Figure 1. Metal 2 (run 1).
Cells faint in the background.
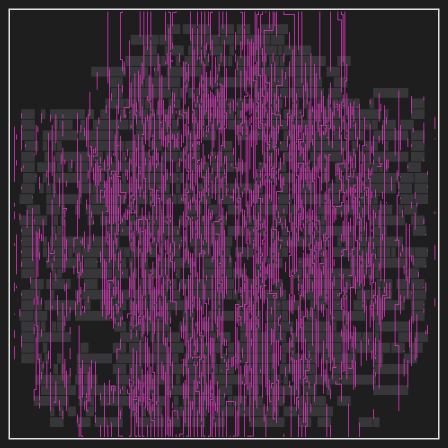
Figure 2. Cell placement (run 1).
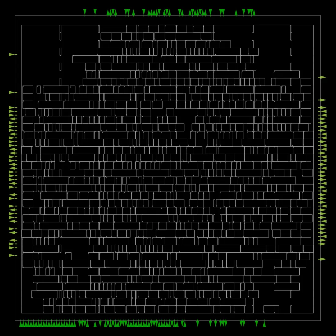
Figure 3. Metal 1 (run 1).
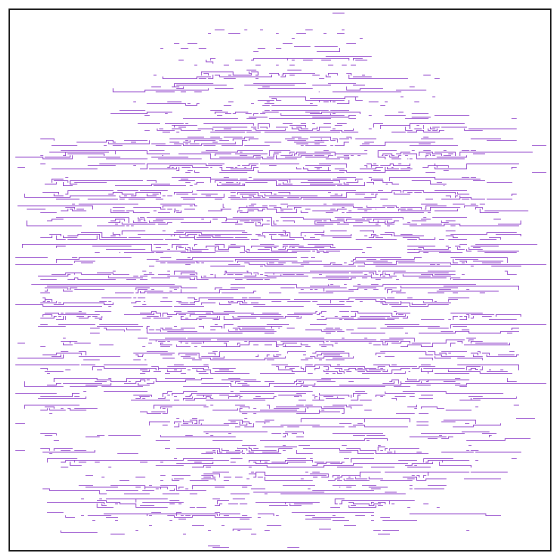
$ cat src/rtl/loadstore_pkg.sv
// Shared encodings for the load/store unit: access sizes, FSM states and lane geometry.
package loadstore_pkg;

    localparam logic [1:0] SZ_BYTE = 2'b00;
    localparam logic [1:0] SZ_HALF = 2'b01;
    localparam logic [1:0] SZ_WORD = 2'b10;
    localparam logic [1:0] SZ_RSVD = 2'b11;

    typedef logic [2:0] state_t;

    localparam state_t ST_IDLE    = 3'd0;
    localparam state_t ST_ISSUE   = 3'd1;
    localparam state_t ST_MERGE   = 3'd2;
    localparam state_t ST_CAPTURE = 3'd3;
    localparam state_t ST_RESP    = 3'd4;

    localparam int BYTE_BITS = 8;
    localparam int HALF_BITS = 16;

    // Reserved size 11 is folded onto word so the rest of the unit sees three sizes only.
    function automatic logic [1:0] norm_size(input logic [1:0] size);
        return (size == SZ_RSVD) ? SZ_WORD : size;
    endfunction

    function automatic logic is_misaligned(input logic [1:0] size, input logic [1:0] offset);
        return ((size == SZ_HALF) && offset[0]) || ((size == SZ_WORD) && (offset != 2'b00));
    endfunction

endpackage

$ cat src/rtl/loadstore_lane_align.sv
// Combinational lane steering: merges store data into an old word and extracts/extends load data.
module loadstore_lane_align
    import loadstore_pkg::*;
(
    input  logic [1:0]  offset,
    input  logic [1:0]  size,
    input  logic        sign_ext,
    input  logic [31:0] old_word,
    input  logic [31:0] wdata,
    output logic [31:0] merged,
    output logic [31:0] load_val
);

    logic [BYTE_BITS-1:0] byte_lane;
    logic [HALF_BITS-1:0] half_lane;

    // Halfwords are selected by offset[1] only; offset[0] is already rejected as misaligned.
    assign byte_lane = old_word[{offset, 3'b000} +: BYTE_BITS];
    assign half_lane = old_word[{offset[1], 4'b0000} +: HALF_BITS];

    always_comb begin
        merged   = old_word;
        load_val = old_word;
        case (size)
            SZ_BYTE: begin
                merged[{offset, 3'b000} +: BYTE_BITS] = wdata[BYTE_BITS-1:0];
                load_val = {{24{sign_ext & byte_lane[BYTE_BITS-1]}}, byte_lane};
            end
            SZ_HALF: begin
                merged[{offset[1], 4'b0000} +: HALF_BITS] = wdata[HALF_BITS-1:0];
                load_val = {{16{sign_ext & half_lane[HALF_BITS-1]}}, half_lane};
            end
            default: begin
                merged   = wdata;
                load_val = old_word;
            end
        endcase
    end

endmodule

$ cat src/rtl/loadstore_unit.sv
// Memory-stage load/store unit: turns byte/half/word requests into word cycles on a
// synchronous-read data memory, using read-modify-write for sub-word stores.
module loadstore_unit
    import loadstore_pkg::*;
#(
    parameter int DATA_WIDTH = 32,
    parameter int ADDR_WIDTH = 10
) (
    input  logic                  clk,
    input  logic                  rst,
    input  logic                  req_valid,
    output logic                  req_ready,
    input  logic                  req_we,
    input  logic [1:0]            req_size,
    input  logic                  req_signed,
    input  logic [31:0]           req_addr,
    input  logic [DATA_WIDTH-1:0] req_wdata,
    output logic                  resp_valid,
    output logic [DATA_WIDTH-1:0] resp_rdata,
    output logic                  resp_misaligned,
    output logic [ADDR_WIDTH-1:0] mem_address,
    output logic                  mem_we,
    output logic [DATA_WIDTH-1:0] mem_dataIn,
    input  logic [DATA_WIDTH-1:0] mem_dataOut
);

    state_t                  state;
    logic                    lat_store;
    logic [1:0]              lat_size;
    logic                    lat_signed;
    logic [1:0]              lat_off;
    logic [ADDR_WIDTH-1:0]   lat_waddr;
    logic [DATA_WIDTH-1:0]   lat_wdata;
    logic [DATA_WIDTH-1:0]   rdata_q;
    logic                    mis_q;

    logic [1:0]              in_size;
    logic                    in_misaligned;
    logic [DATA_WIDTH-1:0]   merged;
    logic [DATA_WIDTH-1:0]   load_val;
    logic                    unused_addr_hi;

    // High address bits beyond the memory are dropped, so accesses wrap around.
    assign unused_addr_hi = ^req_addr[31:ADDR_WIDTH+2];

    assign in_size       = norm_size(req_size);
    assign in_misaligned = is_misaligned(in_size, req_addr[1:0]);

    loadstore_lane_align u_align (
        .offset   (lat_off),
        .size     (lat_size),
        .sign_ext (lat_signed),
        .old_word (mem_dataOut),
        .wdata    (lat_wdata),
        .merged   (merged),
        .load_val (load_val)
    );

    always_ff @(posedge clk or posedge rst) begin
        if (rst) begin
            state      <= ST_IDLE;
            lat_store  <= 1'b0;
            lat_size   <= SZ_BYTE;
            lat_signed <= 1'b0;
            lat_off    <= 2'b00;
            lat_waddr  <= '0;
            lat_wdata  <= '0;
            rdata_q    <= '0;
            mis_q      <= 1'b0;
        end else begin
            case (state)
                ST_IDLE: begin
                    if (req_valid) begin
                        lat_store  <= req_we;
                        lat_size   <= in_size;
                        lat_signed <= req_signed;
                        lat_off    <= req_addr[1:0];
                        lat_waddr  <= req_addr[ADDR_WIDTH+1:2];
                        lat_wdata  <= req_wdata;
                        rdata_q    <= '0;
                        mis_q      <= in_misaligned;
                        state      <= in_misaligned ? ST_RESP : ST_ISSUE;
                    end
                end
                ST_ISSUE: begin
                    if (lat_store)
                        state <= (lat_size == SZ_WORD) ? ST_RESP : ST_MERGE;
                    else
                        state <= ST_CAPTURE;
                end
                ST_MERGE:   state <= ST_RESP;
                ST_CAPTURE: begin
                    rdata_q <= load_val;
                    state   <= ST_RESP;
                end
                ST_RESP:    state <= ST_IDLE;
                default:    state <= ST_IDLE;
            endcase
        end
    end

    // Memory drive decodes straight from state so an async reset kills mem_we at once.
    always_comb begin
        mem_address = '0;
        mem_we      = 1'b0;
        mem_dataIn  = '0;
        case (state)
            ST_ISSUE: begin
                mem_address = lat_waddr;
                if (lat_store && (lat_size == SZ_WORD)) begin
                    mem_we     = 1'b1;
                    mem_dataIn = lat_wdata;
                end
            end
            ST_MERGE: begin
                mem_address = lat_waddr;
                mem_we      = 1'b1;
                mem_dataIn  = merged;
            end
            ST_CAPTURE: mem_address = lat_waddr;
            default: ;
        endcase
    end

    assign req_ready       = (state == ST_IDLE);
    assign resp_valid      = (state == ST_RESP);
    assign resp_rdata      = rdata_q;
    assign resp_misaligned = mis_q;

endmodule

$ cat config.mk
export PLATFORM = sky130hd
export DESIGN_NAME = loadstore_unit
export DESIGN_NICKNAME = d
export VERILOG_FILES = /design/src/rtl/loadstore_pkg.sv /design/src/rtl/loadstore_lane_align.sv /design/src/rtl/loadstore_unit.sv
export SDC_FILE = /design/constraint.sdc
export NUM_CORES = 1
export LEC_CHECK = 0
export CORE_MARGIN = 2
export CORE_UTILIZATION = 50
export DETAILED_ROUTE_END_ITERATION = 10
export MAX_ROUTING_LAYER = met4
export PLACE_DENSITY = 0.95
export SYNTH_ARGS = -nofsm -noshare
export SYNTH_HDL_FRONTEND = slang
export SYNTH_SLANG_ARGS = --single-unit
$ cat constraint.sdc
create_clock -name clk -period 5.45 [get_ports clk]
set_input_delay 1.09 -clock clk [delete_from_list [all_inputs] [get_ports clk]]
set_output_delay 1.09 -clock clk [all_outputs]
set_load 0.05 [all_outputs]
==> Table 3: Implementation characteristics, run 1 <==
Summary of implementation characteristics

Parameter                              Value

Synthesis
  Chip area estimate from yosys synthesis .................. around 0.0056 mm²
  Warning count from the yosys run .................. 0
  Post-Synthesis Cell Area .................. around 0.0056 mm²
  Post-synth net total .................. between 700 and 800
  Number of enable-type register cells in the synthesized netlist .................. 0
  Number of cells in the yosys synthesis report .................. about 680
  Sequential-to-total area share from yosys stat .................. about 38%

Min path
  Worst min path class .................. flip-flop to flip-flop
  Hold Crit Endpoint .................. lat_waddr[7]
  Number of stages on the worst hold path .................. 2
  Launch instance of the worst min-delay path .................. lat_waddr[7]

Floorplan
  Count of inserted tapcells .................. approximately 140
  Fraction of the core area occupied by cells at floorplan .................. 51.5%
  Placeable core region .................. 0.0108 mm²
  Boundary Pins .................. between 150 and 200
  Die X .................. 110 µm

STA
  Max Fclk .................. 0.212 GHz
  Final setup skew .................. around 0.0080 ns
  Actual transition at the worst max-transition pin .................. between 1 and 1.5 ns
  RSZ-0062 raised after global routing .................. false
  Crit share post-route .................. 86.5%
  Minimum clock period .................. 4.72 ns

Critical path
  Endpoint class of the critical path .................. output port
  Worst path buffer plus inverter count .................. 2
  Data required time of the critical path .................. 4.36 ns
  Destination of the worst register-to-register timing path .................. resp_rdata[26]
  Startpoint of the most critical register-to-register path .................. lat_off[1]
  WS Path Type .................. flip-flop to output port
  Sort of element at the start of the critical path .................. flip-flop
  WP data arrival .................. between 3 and 4 ns
  Slowest Stage Delay on Critical Path .................. between 0.8 and 0.9 ns

Routing
  Via/cell ratio .................. between 6 and 7
  Vias .................. approximately 6000
  Count of antenna-violating nets left after detailed routing .................. 0
  Final routed DRC violation total .................. 0
  Starting DRC count in detailed routing .................. about 560

Global route
  First-pass GRT wire length .................. approximately 28000 µm
  Largest net degree at the start of global routing .................. approximately 70
  Total routing usage reported by global routing .................. roughly a third

Place
  Area post-placement .................. 0.00717 mm²
  Count of placed standard cells including taps .................. 934
  Final RePlAce weighted congestion .................. ~0.95
  IO buf count .................. approximately 160

Final layout
  MI comb area .................. about 0.0031 mm²
  Buffering overhead .................. 22.9%
  Net total in the final layout .................. ~910
  Area of all placed cells without fillers .................. around 0.0074 mm²
  Top class by area .................. multi-input combinational cells
  Plain + repair buffers .................. around 170
  Area added between synthesis and finish .................. 32.4%
  Number of logic inverters in the finished layout .................. 26
  Fraction of final layout cells sized beyond drive strength 1 .................. 6.91%
  Count of multi-input combinational gates .................. approximately 510
  Final-layout clock-cell area share .................. under 10%
  Flop area .................. 0.00210 mm²

CTS
  Root buffer selected by CTS .................. clkbuf_8
  Sink Count .................. approximately 84
  Post-CTS Setup Inserts .................. 0
  CTS tree .................. done
  Clock slew at the register clock pins of the worst setup and hold paths .................. about 0.080 ns

Power and ir drop
  Reported net switching power .................. between 2 and 2.5 mW
  Leakage power summed over all cells .................. roughly 3.2 nW
  Switching power share of the total .................. 52.7%
  Sum of internal, switching and leakage power .................. approximately 4.4 mW
  Part of the total power dissipated in sequential elements .................. 26.6%
  Logic gate share of total power .................. 62.5%
  Highest ir drop seen on vdd .................. 320 µV

Status
  Run status .................. finished clean

Job
  Tool Warnings .................. approximately 50
-- Figure 1 (at the start) --
share of all routed wire = 46%
main direction = vertical
wire length on this layer = 8420 µm

-- Figure 2 (at the start) --
flop share of the area: 28.5%
flop count: 84
number of fill cells: 880
final instance count without filler cells: 950
utilization after layout: 68.1%

-- Figure 3 (at the start) --
wire length on this layer = 7250 µm
longest straight run = 32.2 µm
share of all routed wire = 40%
nets with wire on the layer = 772
main direction = horizontal

==> run 1: per-layer routing <==
layer / vias up / track usage [%] / wire length (µm)
li1: 2692 / - / -
met1: 2767 / 41.7 / 7250
met2: 375 / 48.7 / 8420
met3: 60 / 6.70 / 1850
met4: 0 / 12.8 / 685
met5: - / - / 0
==> run 1: cells by family after synthesis <==
group	after synthesis	synth area share [%]
AND/OR/NAND/NOR	257	21.6
AND-OR/OR-AND	232	28.0
flip-flops	84	37.7
buffers and inverters	82	6.71
multiplexers	18	4.85
adder cells (fa/ha/maj)	5	1.12
==> run 1: worst max-delay path by stage <==
| stage | start | to | slack (ns) | depth (start not counted) |
|---|---|---|---|---|
| after global placement | mem_dataOut[18] | mem_dataIn[18] | 0.97 | 6 |
| after floorplan | lat_off[0] | mem_dataIn[16] | 1.43 | 8 |
| final | lat_off[1] | mem_dataIn[6] | 0.73 | 7 |
| after detailed placement | mem_dataOut[21] | mem_dataIn[21] | 0.92 | 6 |
| after CTS | lat_off[1] | mem_dataIn[6] | 0.78 | 7 |
| after global routing | lat_off[1] | mem_dataIn[6] | 0.58 | 7 |
==> run 1: power groups by stage <==
stage	Sequential, mW	Combinational, mW	Clock [mW]
final	1.18	2.76	0.482
after global routing	1.20	2.97	0.508
after CTS	1.16	2.74	0.484
after detailed placement	1.17	2.72	0
after global placement	1.16	2.67	0
after floorplan	1.27	1.85	0
==> run 1: cell usage after synthesis (16+ instances only) <==
cell	n	share of area [%]
dfrtp_1	84	38
clkbuf_1	20	1.3
buf_2	26	2.3
a22oi_1	16	2.2
o21ai_1	45	4.0
nor2_1	29	2.0
a21oi_1	19	1.7
a21o_1	18	2.4
inv_1	24	1.6
o21ai_0	40	3.6
nand2_1	146	9.8
nand3_1	18	1.6
## Run 2: what changed since run 1
==> constraint.sdc (replaced) <==
create_clock -name clk -period 5.45 [get_ports clk]
set_input_delay 0.545 -clock clk [delete_from_list [all_inputs] [get_ports clk]]
set_output_delay 0.545 -clock clk [all_outputs]
set_load 0.05 [all_outputs]
Figure 4. Cell placement (run 2).
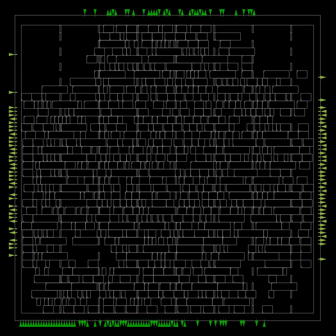
number of fill cells: 881
utilization after layout: 67.4%
cell row count: 38
count of inserted tapcells: 140
flop share of the area: 28.8%

Figure 5. Metal 1 (run 2).
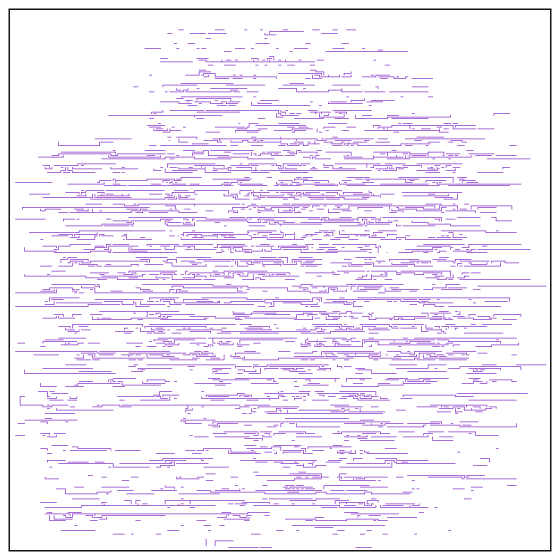
global-route track usage on met1: 40.6%
final wirelength: 17900 µm
vias: 5799

==> Table 3: Implementation characteristics, run 2 <==
Summary of implementation characteristics

Parameter                              Value

Floorplan
  Placeable core region .................. 0.0108 mm² (unchanged)
  Boundary Pins .................. 181 (unchanged)
  Die outline area .................. 0.0120 mm²
  Die X .................. 110 µm (unchanged)
  Fraction of the core area occupied by cells at floorplan .................. 51.5% (unchanged)

CTS
  CTS tree .................. done
  Root buffer selected by CTS .................. clkbuf_8
  Post_cts resized .................. 0
  Latest clock arrival within the worst-skew pair .................. ~0.37 ns
  Post-CTS Setup Inserts .................. 0 (unchanged)
  Clock slew at the register clock pins of the worst setup and hold paths .................. 0.10 ns (+0.02 ns)

Power and ir drop
  Power consumed by the clock network .................. 0.413 mW (-14%)
  Switching power share of the total .................. 53.8% (+1.1 points)
  Part of the total power dissipated in sequential elements .................. 27.7% (+1.1 points)
  Leakage power summed over all cells .................. 3.11 nW (-1.8%)
  Reported net switching power .................. 2.32 mW (-0.34%)
  Combinational logic power .................. 2.71 mW (-2%)
  Logic gate share of total power .................. 62.8% (+0.3 points)
  Largest power group .................. combinational cells

Global route
  Total routing usage reported by global routing .................. 31.3% (-0.66 points)
  First-pass GRT wire length .................. 27800 µm (-2.0%)
  Largest net degree at the start of global routing .................. 68 (unchanged)

Final layout
  Net total in the final layout .................. 908 (-0.55%)
  Area added between synthesis and finish .................. 31.0%
  MI comb area .................. 0.00310 mm² (unchanged)
  Fraction of final layout cells sized beyond drive strength 1 .................. 6.34% (-0.57 points)

Critical path
  Endpoint class of the critical path .................. output port
  Data required time of the critical path .................. 4.91 ns (+0.55 ns)
  Startpoint of the most critical register-to-register path .................. lat_off[1]
  Maximum fanout along the worst path .................. 19
  Destination of the worst register-to-register timing path .................. resp_rdata[28]
  WP data arrival .................. 3.91 ns (+0.28 ns)
  Source of the critical timing path .................. lat_off[0]
  WS Path Type .................. flip-flop to output port
  Sort of element at the start of the critical path .................. flip-flop

STA
  Final slew viol count .................. 0
  Crit share post-route .................. 81.7% (-4.9 points)
  Final setup skew .................. 0.0110 ns (+0.00304 ns)
  Minimum clock period .................. 4.45 ns (-0.265 ns)
  Max Fclk .................. 0.225 GHz (+6.0%)
  Actual transition at the worst max-transition pin .................. 1.20 ns (+0.0116 ns)

Synthesis
  Area contributors post-synth .................. dfrtp_1 38%, nand2_1 9.8%, o21ai_1 4.0%
  Number of enable-type register cells in the synthesized netlist .................. 0 (unchanged)
  Sequential-to-total area share from yosys stat .................. 37.7% (unchanged)
  Share of Yosys cell area claimed by the top area cell type .................. 37.7% (unchanged)
  Cell taking the most area after synthesis .................. dfrtp_1
  Post-Synthesis Cell Area .................. 0.00558 mm² (unchanged)
  Number of cells in the yosys synthesis report .................. 678 (unchanged)
  Post-synth net total .................. 786 (unchanged)
  Most used standard cells in the synthesized netlist .................. 146 x nand2_1, 84 x dfrtp_1, 45 x o21ai_1, 40 x o21ai_0, 29 x nor2_1
  Top-count cell post-synth .................. nand2_1

Routing
  Starting DRC count in detailed routing .................. 638 (+15%)
  Final routed DRC violation total .................. 0 (unchanged)
  Count of antenna-violating nets left after detailed routing .................. 0 (unchanged)
  Via/cell ratio .................. 6.14 (-0.99%)
  Detailed Routing Iterations Pass 1 .................. 6

Job
  Tool Warnings .................. 50 (unchanged)

Status
  Run status .................. finished clean

Place
  IO buf count .................. 160 (unchanged)

Min path
  Hold Crit Endpoint .................. lat_waddr[3]
  Number of stages on the worst hold path .................. 2 (unchanged)
  Launch instance of the worst min-delay path .................. lat_waddr[3]
Figure 6. Metal 2 (run 2).
Cells faint in the background.
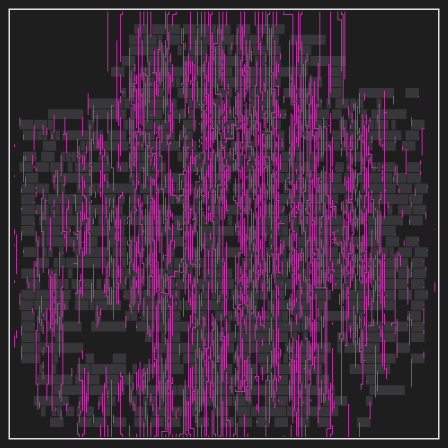
share of all routed wire = 44%
main direction = vertical
nets with wire on the layer = 725

[run 2: netlist changes by cell type in the layout (fill, tap and decap cells not counted)]
| cell | change |
|---|---|
| clkbuf_1 | -1 |
| inv_6 | +2 |
| bufinv_16 | -1 |
| clkinvlp_4 | +3 |
| clkinv_2 | -1 |
| clkbuf_8 | -3 |
| buf_4 | -5 |
[run 2: critical path, cell delays in order (launching register included)]
cell and delay [ns]:
dfrtp_1 0.85, inv_1 0.22, ha_1 0.44, nor4b_1 0.71, nor4_1 0.14, o21ai_2 0.16
o2bb2ai_1 0.17, clkdlybuf4s50_1 0.85
[run 2: layout make-up]
cell class,count,share of cell area (%)
Multi-Input combinational cell,512,42.5
Inverter,26,1.35
Clock inverter,6,0.668
Timing Repair Buffer,167,22.6
Tap cell,140,2.40
Sequential cell,84,28.8
Clock buffer,9,1.70
[run 2: through the flow]
stage | power, mW | utilization, % | worst slack, ns | std cells | cell area [µm²]
floorplan | 3.13 | - | 1.98 | 678 | 5580
global placement | 3.80 | 65.8 | 1.48 | 929 | 7130
detailed placement | 3.87 | 65.8 | 1.45 | 929 | 7130
CTS | 4.29 | 67.4 | 1.03 | 944 | 7310
global route | 4.58 | 67.4 | 0.747 | 944 | 7310
finish | 4.32 | 67.4 | 0.998 | 944 | 7310
[run 2: metal layers]
metal / track usage, % / share of wire [%]
met1: 40.6 / 39
met2: 46.2 / 44
met3: 7.47 / 12
met4: 14.9 / 4.8
met5: - / 0
[run 2: cell families after synthesis]
group	Yosys count	synth area share, %
and+or+nand+nor	257	21.6
AOI/OAI and AO/OA	232	28.0
DFF	84	37.7
buffers and inverters	82	6.71
muxes	18	4.85
adders and majority gates	5	1.12
Power and IR drop assume default switching activity.
